Design param_alu_pipe, sky130hd; sources not shown.
Fig. 1: run 1, where the registers sit
Scale: 8 px per um. Other sequential cells in the stronger gray, the rest of the logic in the fainter gray.
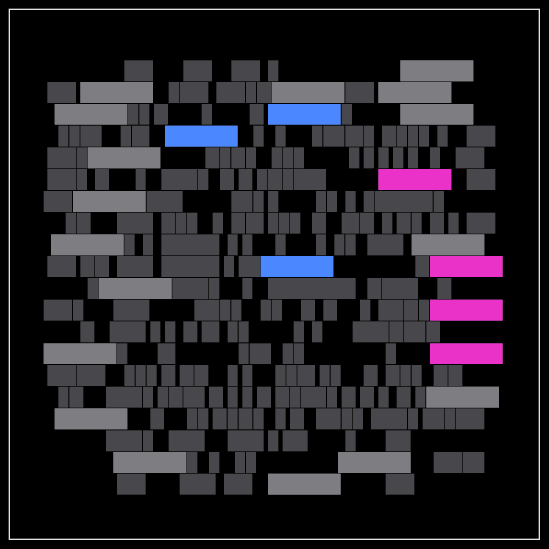
| netlist name | color | flops |
|---|---|---|
| acc_q | magenta | 4 |
| s1_op_q | blue | 3 |
sequential cell area share: 0.2952
Power Sequential: 523 uW
FF+latch area: 600.6 sq um
Post-Route Utilization: 0.6504

Fig. 2: run 1, M3 wires
Scale: 6 px per um.
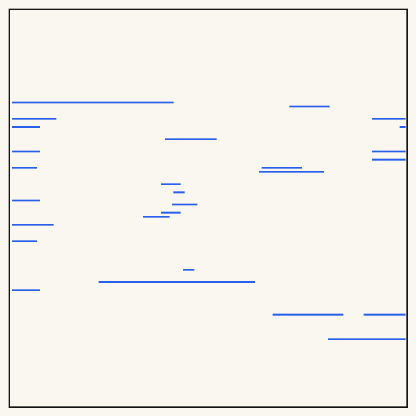
main direction: horizontal
wire length on this layer: 188 um
share of all routed wire: 5.2%
longest straight run: 26.7 um
nets with wire on the layer: 23
Total Wirelength: 3.606 mm
met3 Use GR: 0.02721
via count: 1474

Fig. 3: run 1, cell classes on the final placement
Scale: 4 px per um.
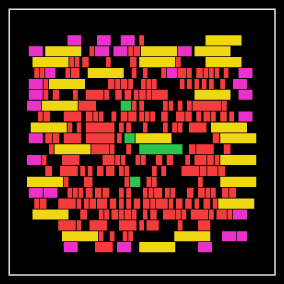
| class | color | cells |
|---|---|---|
| clock drivers and dummy loads | green | 4 |
| remaining buffers and delay cells | magenta | 26 |
| registers | yellow | 24 |
| remaining logic cells | red | 202 |
final instance area: 2034 sq um
row count: 20

==> impl_metrics.json, run 1 <==
{
  "status": "finished clean",
  "hold_ws_ns": 0.4989,
  "critical_path.max_stage_delay_ns": 0.69,
  "ios": 24,
  "top_cell": "nand2_1",
  "cts.sinks": 24,
  "netlist_area_sq_um": 1687,
  "layout_top_cell": "nand2_1",
  "ys_chip_area_sq_um": 1687,
  "power_density_nw_per_um2": 765.5,
  "p_comb_uw": 772,
  "holdPathStages": 2,
  "drv_cap": 0,
  "fin_worst_skew_ns": 0.002140,
  "final.fill_count": 295,
  "cp.required_ns": 2.08,
  "vias_per_cell": 4.913,
  "reg2reg_depth": 8,
  "edf_count": 0,
  "synth_nets": 263,
  "drive_above_1_share": 0.05078,
  "route.detailed.drc": 0,
  "dieArea_sq_um": 4367,
  "synthFlopType": "dfrtp_1",
  "cpMaxStageDelayCell": "clkdlybuf4s50_1",
  "max_freq_ghz": 0.3704,
  "grt_overflow": 0,
  "crit_chain": "clkdlybuf4s50_1 -> nor2_1 -> nand2_1 -> clkdlybuf4s50_1",
  "critPathKind": "input pin to output pin",
  "yosys.area_share.simple": 0.2812,
  "cts.repair.resized": 0,
  "area_delta_synth_final_pct": 20.62,
  "seqPwrFrac": 0.336,
  "period_minus_slack_ns": 2.700,
  "end_kind": "output pin",
  "dp.cells": 296,
  "htreeDepth": 1,
  "final_max_slew_viol_count": 0,
  "async_flop_share": 1.000,
  "critical_path_cell_count": 4,
  "synthXorXnorAreaFrac": 0.03116,
  "grt_pass1_vias": 1399,
  "ys_top_cells_by_area": "dfrtp_1, nand2_1, ha_1, inv_1, nand3_1",
  "top_cells_by_count": "nand2_1, inv_1, nor2_1",
  "clock_latency_ns": 0.32,
  "final_cell_count_no_fill": 300,
  "regToRegSetupSlack_ns": 0.68,
  "gp_congestion": 0.8843,
  "postCtsSetupBuffers": 0,
  "worstPathMaxFanout": 3,
  "floorplan.core_util": 0.5392,
  "nNetsFinal": 291,
  "finalSetupTns_ns": 0,
  "power.leakage_uw": 0.001078,
  "wl_per_cell_um": 12.02,
  "worst_slew_pin_slew_ns": 0.5060,
  "mux_share": 0,
  "mostFrequentLayoutCells": "nand2_1, inv_1, nor2_1, dfrtp_1, clkdlybuf4s50_1",
  "grt_usage": 0.1839,
  "tool_warnings": 34,
  "ys_ff": 24,
  "logic_family": "simple AND/OR/NAND/NOR gates",
  "top_area_frac": 0.3561,
  "cts_tree": "built",
  "die_width_um": 66.08,
  "drtAntennaViolNets": 0,
  "yosysWarnings": 0,
  "place_hpwl_mm": 2.927,
  "switchingPower_uw": 655.7,
  "clkPwrFrac": 0.168,
  "fa_ha_area_frac": 0.1543,
  "ys_cells": 229,
  "ys_sh_aoi": 0.1009,
  "crit_family": "buffers and inverters",
  "rsz0062_at_grt": "false",
  "ys_seq_frac": 0.3561,
  "placed_area_sq_um": 1982,
  "hold_class": "flip-flop to flip-flop",
  "hold_viol": 0,
  "core-area_sq_um": 3128,
  "initialDrtViolationCount": 93,
  "setup_viol": 0,
  "vdd_drop_max_mv": 0.2701,
  "relSlewSlack": 0.6601,
  "grt_start_max_net_pins": 25,
  "die_h_um": 66.08,
  "min_period_over_period": 0.9747,
  "synth_cell_type_count": 23,
  "cts_buffer_depth": 2,
  "ctsHoldBuffers": 0,
  "crit_buf_inv": 2,
  "critPathMostFrequentCell": "clkdlybuf4s50_1",
  "clockRootBuffer": "clkbuf_4",
  "clk-power_uw": 262,
  "grt_pass1_wl_mm": 6.216,
  "start_kind": "input pin",
  "netlist_instances": 229,
  "insertedDiodeCount": 0,
  "crit_arrival_ns": 2.01,
  "antenna_found_initial": 0,
  "io_buffers": 23,
  "cts_inserted_buffers": 3,
  "synth_area_per_cell_sq_um": 7.365,
  "cts.clk_slew.worst_paths_ns": 0.14,
  "switching_share": 0.4210,
  "synth_top_cell_by_area": "dfrtp_1",
  "top_power_group": "combinational logic",
  "intPower_uw": 901.8,
  "dr.pass1.iters": 4,
  "combPwrFrac": 0.496
}
[run 1: layout make-up]
type	instances	area [sq um]	share of cell area
inverter	31	116.4	0.05720
timing repair buffer	26	252.7	0.1242
tap	44	55.05	0.02706
clock buffer	3	22.52	0.01107
clock inverter	1	30.03	0.01476
multi-input combinational	171	957.2	0.4705
sequential	24	600.6	0.2952
[run 1: metrics by stage]
stage	power [uW]	setup slack [ns]	utilization
floorplan	1059	0.9943	-
global placement	1281	0.07343	0.6336
detailed placement	1301	0.06074	0.6336
CTS	1566	0.06295	0.6504
global route	1700	0.006329	0.6504
finish	1557	0.07017	0.6504
[run 1: layer usage]
layer  GRT usage  wire (um)  vias up
li1            -          -      777
met1      0.2377       1711      657
met2      0.3160       1672       34
met3     0.02721        187        6
met4     0.05330         34        0
met5           0          0        -
==> run 2, diff against run 1 <==
--- a/config.mk
+++ b/config.mk
@@ -10,6 +10,7 @@
 export CORE_MARGIN = 4
 export CORE_UTILIZATION = 50
 export DETAILED_ROUTE_END_ITERATION = 16
+export GPL_ROUTABILITY_DRIVEN = 0
 export PLACE_DENSITY = 0.84
 export SLEW_MARGIN = 20
 export SYNTH_ARGS = -nofsm -noshare
Fig. 4: run 2, cell classes on the final placement
Scale: 4 px per um.
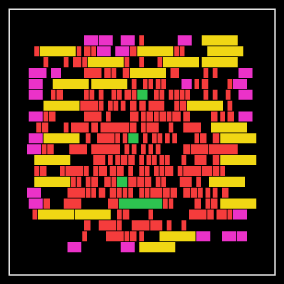
final instance area: 2037 sq um
sequential cell area share: 0.2948

Fig. 5: run 2, wiring by layer
Scale: 6 px per um. Only two layers are drawn.
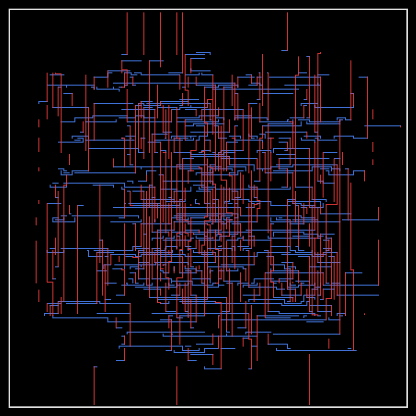
| layer | color | wire length |
|---|---|---|
| M2 | red | 1780 um |
| M1 | blue | 1660 um |
Routed wire per std cell: 12.25 um
GRT Total Usage: 0.1875

==> impl_metrics.json, run 2 <==
{
  "status": "finished clean",
  "period_minus_slack_ns": 2.324,
  "relSlewSlack": 0.6146,
  "final_cell_count_no_fill": 300,
  "top_cell": "nand2_1",
  "placed_area_sq_um": 1982,
  "wirelength_mm": 3.674,
  "start_kind": "input pin",
  "power.leakage_uw": 0.001081,
  "ys_top_cells_by_area": "dfrtp_1, nand2_1, ha_1, inv_1, nand3_1",
  "critical_path.max_stage_delay_ns": 0.42,
  "ys_chip_area_sq_um": 1687,
  "postCtsSetupBuffers": 0,
  "dieArea_sq_um": 4367,
  "die_h_um": 66.08,
  "mi_logic_area_sq_um": 957.2,
  "core-area_sq_um": 3128,
  "tapCellCount": 44,
  "synthFlopType": "dfrtp_1",
  "grt_pass1_wl_mm": 6.423,
  "holdPathStages": 2,
  "critPathKind": "input pin to output pin",
  "pre_cts_slack_ns": 0.07315,
  "tool_warnings": 34,
  "place_hpwl_mm": 2.901,
  "worst_slack_ns": 0.4459,
  "synth_nets": 263,
  "hold_ws_ns": 0.4942,
  "grt_overflow": 0,
  "grt_pass1_vias": 1489,
  "cts_tree": "built",
  "crit_buf_inv": 2,
  "crit_arrival_ns": 1.63,
  "cts_inserted_buffers": 3,
  "final_core_util": 0.6512,
  "ys_cells": 229,
  "top_area_frac": 0.3561,
  "max_freq_ghz": 0.4303,
  "nNetsFinal": 291,
  "dp.cells": 296,
  "end_kind": "output pin",
  "htreeDepth": 1,
  "top_cells_by_count": "nand2_1, inv_1, nor2_1",
  "flop_area_sq_um": 600.6,
  "ctsHoldBuffers": 0,
  "ys_ff": 24,
  "cts_buffer_depth": 2,
  "comb_area_frac": 0.4699,
  "critical_path_cell_count": 4,
  "largest_class": "multi-input combinational cells",
  "synth_area_per_cell_sq_um": 7.365,
  "worst_slew_pin_slew_ns": 0.5736,
  "final_max_slew_viol_count": 0,
  "synth_cell_type_count": 23,
  "flops": 24,
  "layout_top_cell": "nand2_1",
  "n_all_inverters": 31,
  "floorplan.core_util": 0.5392,
  "netlist_instances": 229,
  "buffer_area_frac": 0.1253,
  "setup_viol": 0,
  "logic_gate_count": 171,
  "clockRootBuffer": "clkbuf_4",
  "rsz0062_at_grt": "false",
  "insertedDiodeCount": 0,
  "crit_family": "buffers and inverters",
  "hold_viol": 0,
  "num_vias": 1533,
  "drtAntennaViolNets": 0,
  "row_count": 20,
  "reg2reg_depth": 8,
  "cp.required_ns": 2.08,
  "ys_seq_frac": 0.3561,
  "ios": 24,
  "clock_buffers": 3,
  "worstPathMaxFanout": 3,
  "cts.sinks": 24,
  "vdd_drop_max_mv": 0.3382,
  "min_period_over_period": 0.8390,
  "grt_start_max_net_pins": 25,
  "power.total_uw": 1564,
  "signal_buffers": 26,
  "cts.clk_slew.worst_paths_ns": 0.14,
  "cpMaxStageDelayCell": "clkdlybuf4s50_1",
  "route.detailed.drc": 0,
  "yosysWarnings": 0,
  "finalSetupTns_ns": 0,
  "dr.pass1.iters": 4,
  "final.fill_count": 274,
  "drv_cap": 0,
  "mostFrequentLayoutCells": "nand2_1, inv_1, nor2_1, dfrtp_1, clkdlybuf4s50_1",
  "fin_worst_skew_ns": 0.003886,
  "io_buffers": 23,
  "hold_class": "flip-flop to flip-flop",
  "area_delta_synth_final_pct": 20.77,
  "synth_top_cell_by_area": "dfrtp_1",
  "antenna_found_initial": 0,
  "initialDrtViolationCount": 110,
  "die_width_um": 66.08,
  "regToRegSetupSlack_ns": 0.63,
  "netlist_area_sq_um": 1687,
  "clkCellAreaFrac": 0.02580,
  "cts.repair.resized": 0,
  "clock_latency_ns": 0.32,
  "power_density_nw_per_um2": 767.9,
  "vias_per_cell": 5.110,
  "drive_above_1_share": 0.05078,
  "crit_chain": "clkdlybuf4s50_1 -> nor2_1 -> nand2_1 -> dlymetal6s2s_1",
  "edf_count": 0,
  "async_flop_share": 1.000
}
[run 2: cell counts after synthesis]
Identical to the previous run, type by type.
[run 2: per-layer routing]
metal  global-route usage  vias to the layer above  share of wire
met3              0.02891                        5          0.053
li1                     -                      778              -
met1               0.2323                      703           0.45
met4              0.04822                        0          0.010
met2               0.3358                       47           0.49
met5                    0                        -              0
[run 2: cells by family after synthesis]
| group | synth area share |
|---|---|
| buf+inv | 0.07640 |
| flops | 0.3561 |
| fa+ha+maj | 0.1543 |
| compound gates | 0.1009 |
| xor+xnor | 0.03116 |
| simple gates | 0.2812 |
[run 2: power breakdown]
part	total [uW]	switching, uW	internal (uW)
Combinational	781	470	311
Sequential	525	80.8	444
Clock	259	112	146
Total	1560	663	901
Power figures rest on the tool's default switching activity, not on a simulated workload.
